**Run 1: wiring by layer**

Bar = 50 microns.
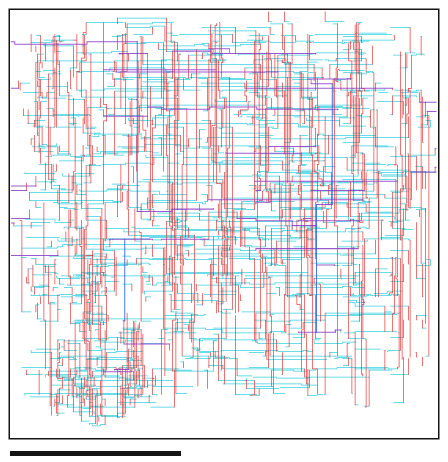
**Run 1: pin map**

Pins as bars across the die edge, other pins in gray.
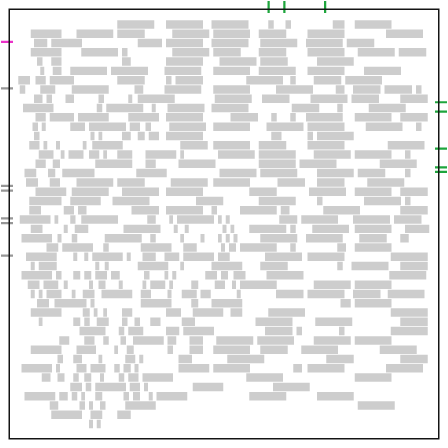
**Run 1: sequential cells grouped by signal name**

Other sequential cells in the stronger gray, the rest of the logic in the fainter gray.
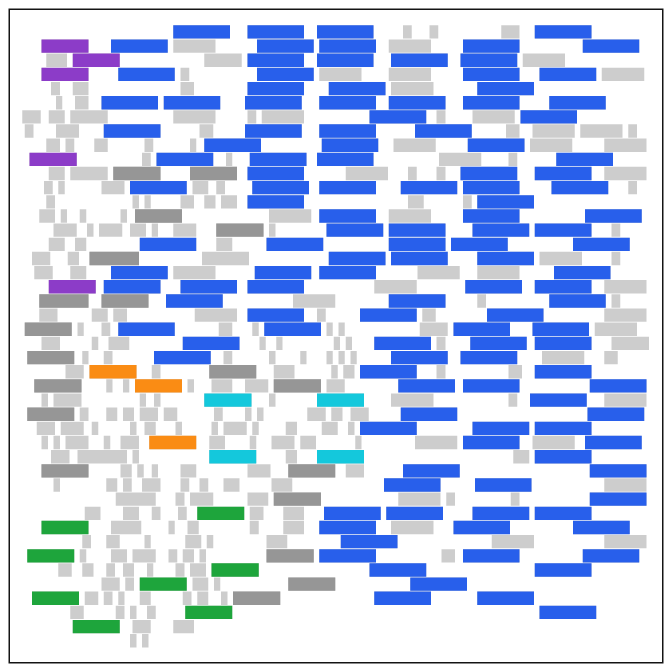
**Run 1: routed clock nets over the placement**

Bar = 50 microns.
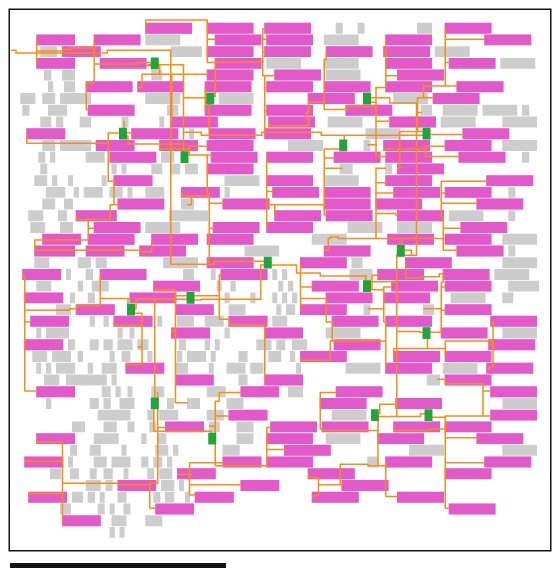
<file path="src/rtl/svo_uart_term_rx.sv">
// svo_uart_term_rx: UART receiver feeding the HDMI terminal text path.
// It deserialises characters from the USB-UART pin into a byte FIFO.
// The FIFO drives a valid/ready byte stream, so renderer stalls lose nothing.
// Optional feature macro: SVO_UART_RX_PARITY_EN.
//   Undefined: frames are 8N1.
//   Defined:   frames are 8E1, and a bad parity bit drops the byte.
module svo_uart_term_rx #(
  parameter int CLK_FREQ   = 27000000,
  parameter int BAUD       = 115200,
  parameter int FIFO_DEPTH = 16
) (
  input  logic       clk,
  input  logic       resetn,
  input  logic       rx,
  output logic       out_axis_tvalid,
  input  logic       out_axis_tready,
  output logic [7:0] out_axis_tdata,
  output logic       frame_err,
  output logic       overrun
);

  localparam int DIV  = (CLK_FREQ + BAUD / 2) / BAUD;
  localparam int HALF = DIV / 2;
  localparam int CW   = $clog2(DIV);
  localparam int AW   = $clog2(FIFO_DEPTH);
  localparam int NW   = AW + 1;

  localparam logic [CW-1:0] DIV_M1  = CW'(DIV - 1);
  localparam logic [CW-1:0] HALF_M1 = CW'(HALF - 1);
  localparam logic [NW-1:0] DEPTH_C = NW'(FIFO_DEPTH);

  typedef enum logic [2:0] {
    S_IDLE,
    S_START,
    S_DATA,
`ifdef SVO_UART_RX_PARITY_EN
    S_PARITY,
`endif
    S_STOP,
    S_BREAK
  } state_e;

  logic          rx_meta_q;
  logic          rx_s_q;
  state_e        state_q;
  logic [CW-1:0] cnt_q;
  logic [2:0]    bit_idx_q;
  logic [7:0]    shift_q;
  logic          frame_err_q;
  logic          overrun_q;
`ifdef SVO_UART_RX_PARITY_EN
  logic          par_err_q;
`endif

  logic [7:0]    mem_q [FIFO_DEPTH];
  logic [AW-1:0] wr_ptr_q, wr_ptr_d;
  logic [AW-1:0] rd_ptr_q, rd_ptr_d;
  logic [NW-1:0] count_q, count_d;

  logic stop_sample;
  logic push;
  logic pop;
  logic push_ok;

  // Two-flop synchroniser for the asynchronous serial pin, idling high
  always_ff @(posedge clk or negedge resetn) begin
    if (!resetn) begin
      rx_meta_q <= 1'b1;
      rx_s_q    <= 1'b1;
    end else begin
      rx_meta_q <= rx;
      rx_s_q    <= rx_meta_q;
    end
  end

  // A good byte is pushed in the same cycle its stop bit is sampled high
  assign stop_sample = (state_q == S_STOP) && (cnt_q == '0);
`ifdef SVO_UART_RX_PARITY_EN
  assign push = stop_sample && rx_s_q && !par_err_q;
`else
  assign push = stop_sample && rx_s_q;
`endif

  // Frame FSM: mid-bit sampling driven by a down-counter, with a registered error pulse
  always_ff @(posedge clk or negedge resetn) begin
    if (!resetn) begin
      state_q     <= S_IDLE;
      cnt_q       <= '0;
      bit_idx_q   <= '0;
      shift_q     <= '0;
      frame_err_q <= 1'b0;
`ifdef SVO_UART_RX_PARITY_EN
      par_err_q   <= 1'b0;
`endif
    end else begin
      frame_err_q <= 1'b0;
      case (state_q)
        S_IDLE: begin
          if (!rx_s_q) begin
            cnt_q   <= HALF_M1;
            state_q <= S_START;
          end
        end
        S_START: begin
          if (cnt_q != '0) begin
            cnt_q <= cnt_q - CW'(1);
          end else if (!rx_s_q) begin
            cnt_q     <= DIV_M1;
            bit_idx_q <= '0;
            state_q   <= S_DATA;
          end else begin
            state_q <= S_IDLE;
          end
        end
        S_DATA: begin
          if (cnt_q != '0) begin
            cnt_q <= cnt_q - CW'(1);
          end else begin
            shift_q <= {rx_s_q, shift_q[7:1]};
            cnt_q   <= DIV_M1;
            if (bit_idx_q == 3'd7) begin
`ifdef SVO_UART_RX_PARITY_EN
              state_q <= S_PARITY;
`else
              state_q <= S_STOP;
`endif
            end else begin
              bit_idx_q <= bit_idx_q + 3'd1;
            end
          end
        end
`ifdef SVO_UART_RX_PARITY_EN
        S_PARITY: begin
          if (cnt_q != '0) begin
            cnt_q <= cnt_q - CW'(1);
          end else begin
            par_err_q <= rx_s_q ^ (^shift_q);
            cnt_q     <= DIV_M1;
            state_q   <= S_STOP;
          end
        end
`endif
        S_STOP: begin
          if (cnt_q != '0) begin
            cnt_q <= cnt_q - CW'(1);
          end else if (rx_s_q) begin
`ifdef SVO_UART_RX_PARITY_EN
            frame_err_q <= par_err_q;
`endif
            state_q <= S_IDLE;
          end else begin
            frame_err_q <= 1'b1;
            state_q     <= S_BREAK;
          end
        end
        S_BREAK: begin
          if (rx_s_q) begin
            state_q <= S_IDLE;
          end
        end
        default: state_q <= S_IDLE;
      endcase
    end
  end

  // A full FIFO still accepts a push when a pop frees a slot in the same cycle
  assign pop     = (count_q != '0) && out_axis_tready;
  assign push_ok = push && ((count_q != DEPTH_C) || pop);

  // Next-state pointer and occupancy arithmetic for the FIFO
  always_comb begin
    wr_ptr_d = wr_ptr_q;
    rd_ptr_d = rd_ptr_q;
    count_d  = count_q;
    if (push_ok) begin
      wr_ptr_d = wr_ptr_q + AW'(1);
    end
    if (pop) begin
      rd_ptr_d = rd_ptr_q + AW'(1);
    end
    if (push_ok && !pop) begin
      count_d = count_q + NW'(1);
    end else if (!push_ok && pop) begin
      count_d = count_q - NW'(1);
    end
  end

  // FIFO control registers, plus the overrun pulse raised when a good byte is dropped
  always_ff @(posedge clk or negedge resetn) begin
    if (!resetn) begin
      wr_ptr_q  <= '0;
      rd_ptr_q  <= '0;
      count_q   <= '0;
      overrun_q <= 1'b0;
    end else begin
      wr_ptr_q  <= wr_ptr_d;
      rd_ptr_q  <= rd_ptr_d;
      count_q   <= count_d;
      overrun_q <= push && !push_ok;
    end
  end

  // Byte storage; left unreset so it can map onto distributed RAM
  always_ff @(posedge clk) begin
    if (push_ok) begin
      mem_q[wr_ptr_q] <= shift_q;
    end
  end

  assign out_axis_tvalid = (count_q != '0);
  assign out_axis_tdata  = mem_q[rd_ptr_q];
  assign frame_err       = frame_err_q;
  assign overrun         = overrun_q;

endmodule

</file>
<file path="config.mk">
export PLATFORM = sky130hd
export DESIGN_NAME = svo_uart_term_rx
export DESIGN_NICKNAME = d
export VERILOG_FILES = /design/src/rtl/svo_uart_term_rx.sv
export SDC_FILE = /design/constraint.sdc
export NUM_CORES = 1
export LEC_CHECK = 0
export CAP_MARGIN = 20
export CELL_PAD_IN_SITES_DETAIL_PLACEMENT = 1
export CELL_PAD_IN_SITES_GLOBAL_PLACEMENT = 1
export CORE_MARGIN = 2
export CORE_UTILIZATION = 47
export CTS_BUF_LIST = sky130_fd_sc_hd__clkbuf_2
export DETAILED_ROUTE_END_ITERATION = 8
export GPL_TIMING_DRIVEN = 0
export PLACE_DENSITY_LB_ADDON = 0.12
export SETUP_SLACK_MARGIN = 0.3
export SLEW_MARGIN = 20
export SYNTH_ARGS = -nofsm -noshare
export SYNTH_HDL_FRONTEND = slang
export SYNTH_SLANG_ARGS = --single-unit
</file>
<file path="constraint.sdc">
create_clock -name clk -period 4.03 [get_ports clk]
set_clock_uncertainty 0.1 [all_clocks]
set_input_delay 0.6045 -clock clk [delete_from_list [all_inputs] [get_ports clk]]
set_output_delay 0.6045 -clock clk [all_outputs]
set_load 0.02 [all_outputs]
</file>
==> reports/qor.txt, run 1 <==
ant diodes: 0
CLK BUF: 18
xor/xnor share: 1.39%
worst hold slack: 119 ps
WL met1: 6160 microns
DP HPWL: 9210 microns
non-clock inverter count: 12
Biggest consumer: sequential cells
dominant class by area: flip-flops and latches
top cells, area: edfxtp_1 56%, dfrtp_1 13%, mux4_2 13%, ha_1 2.4%, mux2_2 1.5%
Critical Path End Type: output port
CP endpoint: out_axis_tdata[3]
Slew Limit Headroom: 33.3%
Worst-Margin Slew: 997 ps
initial antenna violation count: 0
met2 WL post-DR: 7050 microns
Data buffer area share: 3.82%
Non-CTS buffers: 34
Crit path required time: 3330 ps
flops & latches, synth: 167
top sig layer: met4
Fillers: 1357
number of global-route vias before repair: 3780
YS chip area: 6910 sq um
GR Util met2: 32.6%
sequential share of power: 70.3%
Finished Cell Area: 7570 sq um
Remaining DRCs: 0
RSZ-0062 raised after global routing: yes
Tap Cells: 184
Mapped Nets: 403
Unique cell types: 48
# clock sinks: 167
cell with the most instances after synthesis: edfxtp_1
PwrDens: 345 nW/um^2
starting DRC count in detailed routing: 260
synthesized instance count: 385
P&R area growth vs syn: 9.52%
CP arrival: 2890 ps
die width: 125 microns
worst setup margin: 436 ps
I/O pin count: 15
DIE AREA: 15700 sq um
Rows: 44
first-pass GRT wire length: 22400 microns
layout cells sized above 1: 26.7%
Comb/total area: 26.3%
Synth warnings: 0
largest net degree at the start of global routing: 32
startpoint types: flop
VDD IR max: 0.149 mV
Largest type area fraction: 55.6%
flip-flops: 167
Final ANT Viol Nets: 0
Top Layout Cells: 128 x edfxtp_1, 40 x mux4_2, 37 x dfrtp_1
final hold vios: 0
Final clock-cell share: 2.56%
Max Buffers Root-to-Sink: 2
FF-to-FF setup slack: 600 ps
Setup CP Type: flop to output port
Switching Fraction: 23.3%
P_sw: 608 uW
Primary FF master, synth: edfxtp_1
multi-input combinational cell count: 189
Crit path max-delay family: multiplexers
Final Max Tran Viols: 0
Final Setup Violations: 0
WP depth: 5
grt met3 use: 4.36%
share of synthesized cell area in full adder, half adder and majority cells: 2.64%
htree depth: 4
Max FO, Critical Path: 10
Setup TNS Final: 0 ps
top cell type by total area after synthesis: edfxtp_1
Post-Place Cell Area: 7320 sq um
CP max-delay cell: mux4_2
via/cell ratio: 5.66
comb pwr: 14.1 uW
met3 wire len: 674 microns
CP peak stage delay: 550 ps
CP Launch Point: rd_ptr_q[0]
Inst Count DP: 584
Post-synth EDFFs: 128
worst r2r path cells: 12
crit-path cells: clkbuf_16 > buf_12 > mux4_2 > mux4_2 > clkdlybuf4s15_1
nets@finish: 439
MaxCap Viol Count: 0
most used cell, CP: mux4_2
busiest layer in global routing: met2
Simple Share, Synth: 5.56%
mux cell area share after synthesis: 15.2%
Pre-Place Util: 47.9%
Clock transition at path regs: 240 ps
GR Overflow Total: 0
GPL Wtd Cong: 0.741
achievable frequency: 278 MHz
Compound Share, Synth: 3.73%
worst flop-to-flop path startpoint: cnt_q[3]
Synth async-reset ratio: 23.4%
core area: 14400 sq um
final std cells w/o fill: 618
outcome: finished, final reports clean
Comb power frac: 0.5%
Multi-input gate area: 1990 sq um
Tightest Hold Check Type: input pin to asynchronous set/reset pin
sequential fraction of the synthesis area: 69.8%
top cells by count, synth: 128 x edfxtp_1, 40 x mux4_2, 37 x dfrtp_1
leakage: 2.96 nW
Synth Cell Area: 6910 sq um
ys cells: 385
biggest combinational cell group after synthesis: multiplexers
final period utilization: 89.2%
Tot Pwr: 2.61 mW
CTS Buf Count: 17
minimum clock period: 3590 ps
Commonest Layout Cell: edfxtp_1
syn avg cell area: 17.9 sq um
Int Pwr: 2.00 mW
Root Driver: clkbuf_2
CP Buf/Inv Count: 3
tool warnings: 32
Worst R2R End: count_q[4]
grt met1 use: 26.4%
## Picture notes: 'wiring by layer'
red -> M2  # wire length 7050 microns
purple -> M3  # wire length 674 microns
cyan -> M1  # wire length 6160 microns
blue -> M4  # wire length 146 microns
final wirelength: 14000 microns
via count: 3499
GR Util All Layers: 19.6%
WL/cell: 22.7 microns

## Picture notes: 'pin map'
green -> out_axis_tdata  # pins 8, direction output, edge 5 right, 3 top
magenta -> clk  # pins 1, direction input, edge left
die height: 125 microns
I/O Buffers: 14

## Picture notes: 'sequential cells grouped by signal name'
blue -> mem_q  # placed flops 128
cyan -> wr_ptr_q  # placed flops 4
orange -> state_q  # placed flops 3
green -> cnt_q  # placed flops 8, where lower left
purple -> count_q  # placed flops 5, where upper left
not colored = 19
Seq/total area: 63.7%
Seq group: 1.84 mW
final core utilization: 52.5%
Seq. cell area: 4820 sq um

## Picture notes: 'routed clock nets over the placement'
green -> clock-net drivers  # count 17
orange -> clock wires  # length 1870 microns
magenta -> flip-flops  # count 167
routed clock nets = 18
flops lie = widely spread
Latency at later pin: 730 ps
Clk pwr share: 29.2%
clock network power: 762 uW

==> run 1: flip-flops by register name, indices dropped and copies added (netlist names) <==
| register | count |
|---|---|
| bit_idx_q | 3 |
| cnt_q | 8 |
| count_q | 5 |
| frame_err | 1 |
| mem_q | 128 |
| overrun | 1 |
| rd_ptr_q | 4 |
| rx_meta_q | 1 |
| rx_s_q | 1 |
| shift_q | 8 |
| state_q | 3 |
| wr_ptr_q | 4 |
==> run 1: what timing repair did <==
item | in CTS | in global routing
setup buffers | 1 | 0
endpoints found under the setup margin | 8 | 9
hold endpoints to repair | 37 | 0
pin swaps | 0 | 1
hold buffers | 1 | 0
gates resized | 29 | 17
**Run 1: routing congestion map**

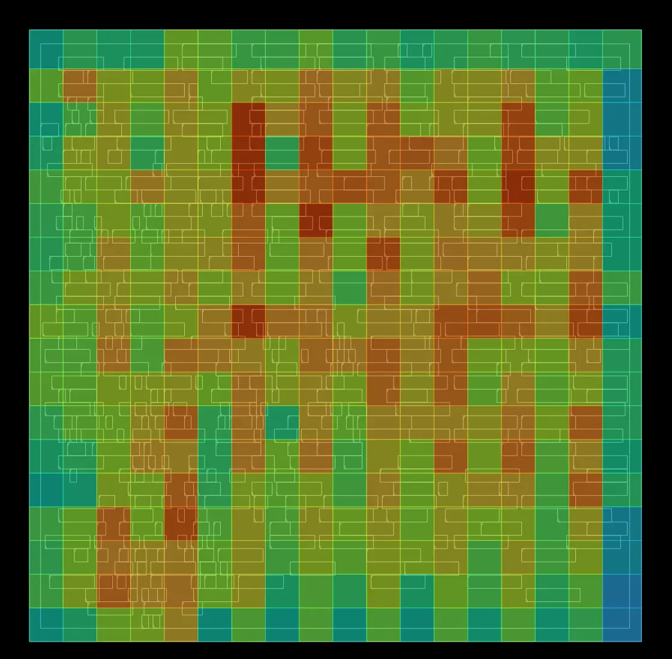

--- run 2 (diff from run 1) ---
- CORE_UTILIZATION: 47 -> 55
**Run 2: routing congestion map**

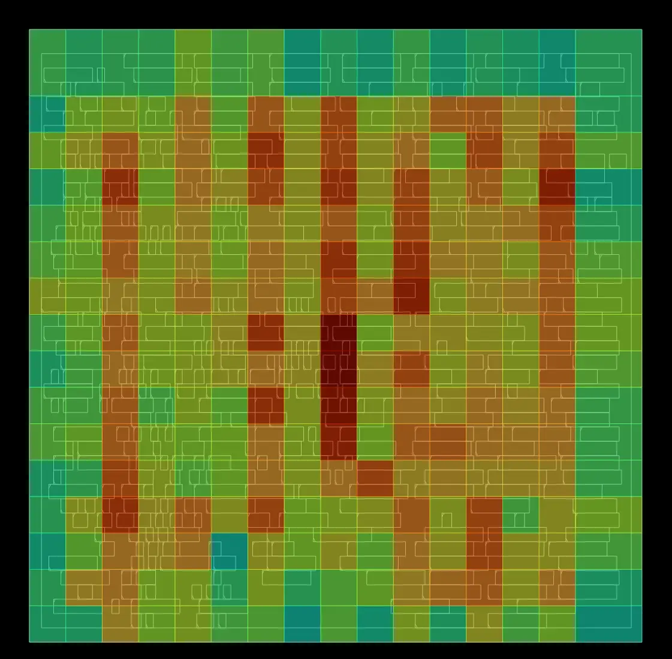
busiest layer in global routing: met2
WL/cell: 23.4 microns

==> reports/qor.txt, run 2 <==
via/cell ratio: 5.84
GR Util All Layers: 23.6%
htree depth: 4
final std cells w/o fill: 602
worst flop-to-flop path startpoint: cnt_q[3]
VDD IR max: 0.204 mV
max reg flops: 128
Max FO, Critical Path: 10
grt met3 use: 4.83%
Max Buffers Root-to-Sink: 2
GPL Wtd Cong: 0.773
sequential fraction of the synthesis area: 69.8%
top sig layer: met4
die height: 116 microns
Tightest Hold Check Type: input pin to asynchronous set/reset pin
Worst-Margin Slew: 951 ps
CP arrival: 2830 ps
Synth async-reset ratio: 23.4%
biggest combinational cell group after synthesis: multiplexers
Synth Cell Area: 6910 sq um
Synth warnings: 0
Setup TNS Final: 0 ps
Final Setup Violations: 0
flops & latches, synth: 167
PostCTS Resize Cnt: 23
# clock sinks: 167
Tap Cells: 168
Comb/total area: 26.0%
CLK BUF: 17
setup bufs post-CTS: 0
FF-to-FF setup slack: 550 ps
multi-input combinational cell count: 189
Largest type area fraction: 55.6%
layout cells sized above 1: 24.7%
first-pass GRT wire length: 22300 microns
hold buffers post-CTS: 1
Compound Share, Synth: 3.73%
initial antenna violation count: 0
mux cell area share after synthesis: 15.2%
Final ANT Viol Nets: 0
tool warnings: 30
Commonest Layout Cell: edfxtp_1
Inst Count DP: 568
syn avg cell area: 17.9 sq um
CP endpoint: out_axis_tdata[4]
non-clock inverter count: 12
starting DRC count in detailed routing: 325
nets@finish: 439
Setup CP Type: flop to output port
Rows: 40
dominant class by area: flip-flops and latches
GR Overflow Total: 0
cell with the most instances after synthesis: edfxtp_1
I/O pin count: 15
Unique cell types: 48
startpoint types: flop
Seq/total area: 63.1%
worst r2r path cells: 12
flip-flops: 167
P&R area growth vs syn: 10.5%
die width: 116 microns
Top Layout Cells: 128 x edfxtp_1, 40 x mux4_2, 37 x dfrtp_1
share of synthesized cell area in full adder, half adder and majority cells: 2.64%
DP HPWL: 9500 microns
met2 WL post-DR: 7600 microns
grt met1 use: 30.1%
Simple Share, Synth: 5.56%
final hold vios: 0
Data buffer area share: 4.05%
Crit path max-delay family: multiplexers
Final clock-cell share: 3.42%
ant diodes: 0
most used cell, CP: mux4_2
ys cells: 385
I/O Buffers: 14
CP Buf/Inv Count: 3
Mapped Nets: 403
via count: 3514
number of global-route vias before repair: 3845
met3 wire len: 611 microns
top cell type by total area after synthesis: edfxtp_1
biggest regs: mem_q (128), cnt_q (8), shift_q (8)
Crit path required time: 3330 ps
Primary FF master, synth: edfxtp_1
CTS Buf Count: 17
Biggest register: mem_q
worst setup margin: 496 ps
minimum clock period: 3530 ps
top cells by count, synth: 128 x edfxtp_1, 40 x mux4_2, 37 x dfrtp_1
Root Driver: clkbuf_2
WL met1: 5670 microns
Pre-Place Util: 56.8%
core area: 12200 sq um
CP Launch Point: rd_ptr_q[0]
crit-path cells: buf_8 > buf_12 > mux4_2 > mux4_2 > clkdlybuf4s15_1
Slew Limit Headroom: 36.6%
Clock transition at path regs: 230 ps
final period utilization: 87.7%
outcome: finished, final reports clean
Critical Path End Type: output port
Final Max Tran Viols: 0
RSZ-0062 raised after global routing: no
Fillers: 1098
PwrDens: 364 nW/um^2
MaxCap Viol Count: 0
Non-CTS buffers: 34
synthesized instance count: 385
Remaining DRCs: 0
CP peak stage delay: 550 ps
**Run 2: routed clock nets over the placement**

Bar = 20 microns.
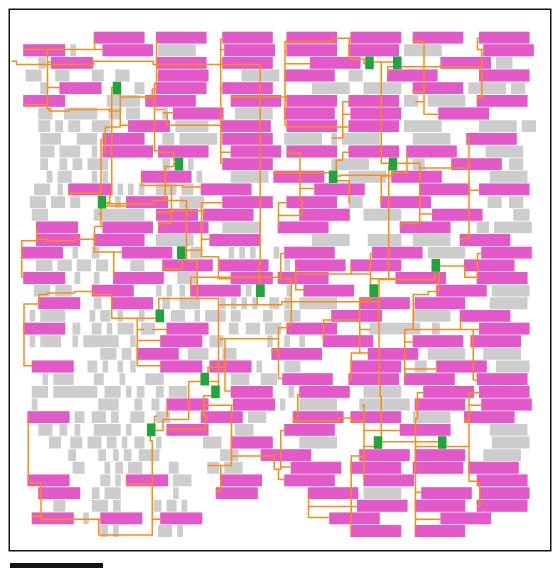
Latency at later pin: 680 ps
Clk pwr share: 33.4%
clock network power: 929 uW

run 2: cell counts after synthesis:
Identical to the previous run, type by type.
run 2: per-stage QoR:
stage	utilization (%)	hold WS [ps]	cell area, sq um	power, mW
detailed placement	60.0	249	7300	1.89
CTS	62.5	61.8	7600	2.80
floorplan	-	209	6910	1.87
global placement	59.7	246	7260	1.88
finish	62.8	153	7640	2.78
global route	62.8	56.5	7640	2.87
run 2: power by group:
| part | internal, mW | switching [mW] | total, mW | leakage [nW] |
|---|---|---|---|---|
| Combinational | 0.00496 | 0.00907 | 0.0140 | 0.866 |
| Sequential | 1.83 | 0.00152 | 1.84 | 2.00 |
| Clock | 0.347 | 0.582 | 0.929 | 0.142 |
Power is estimated from default activity; no workload was simulated.
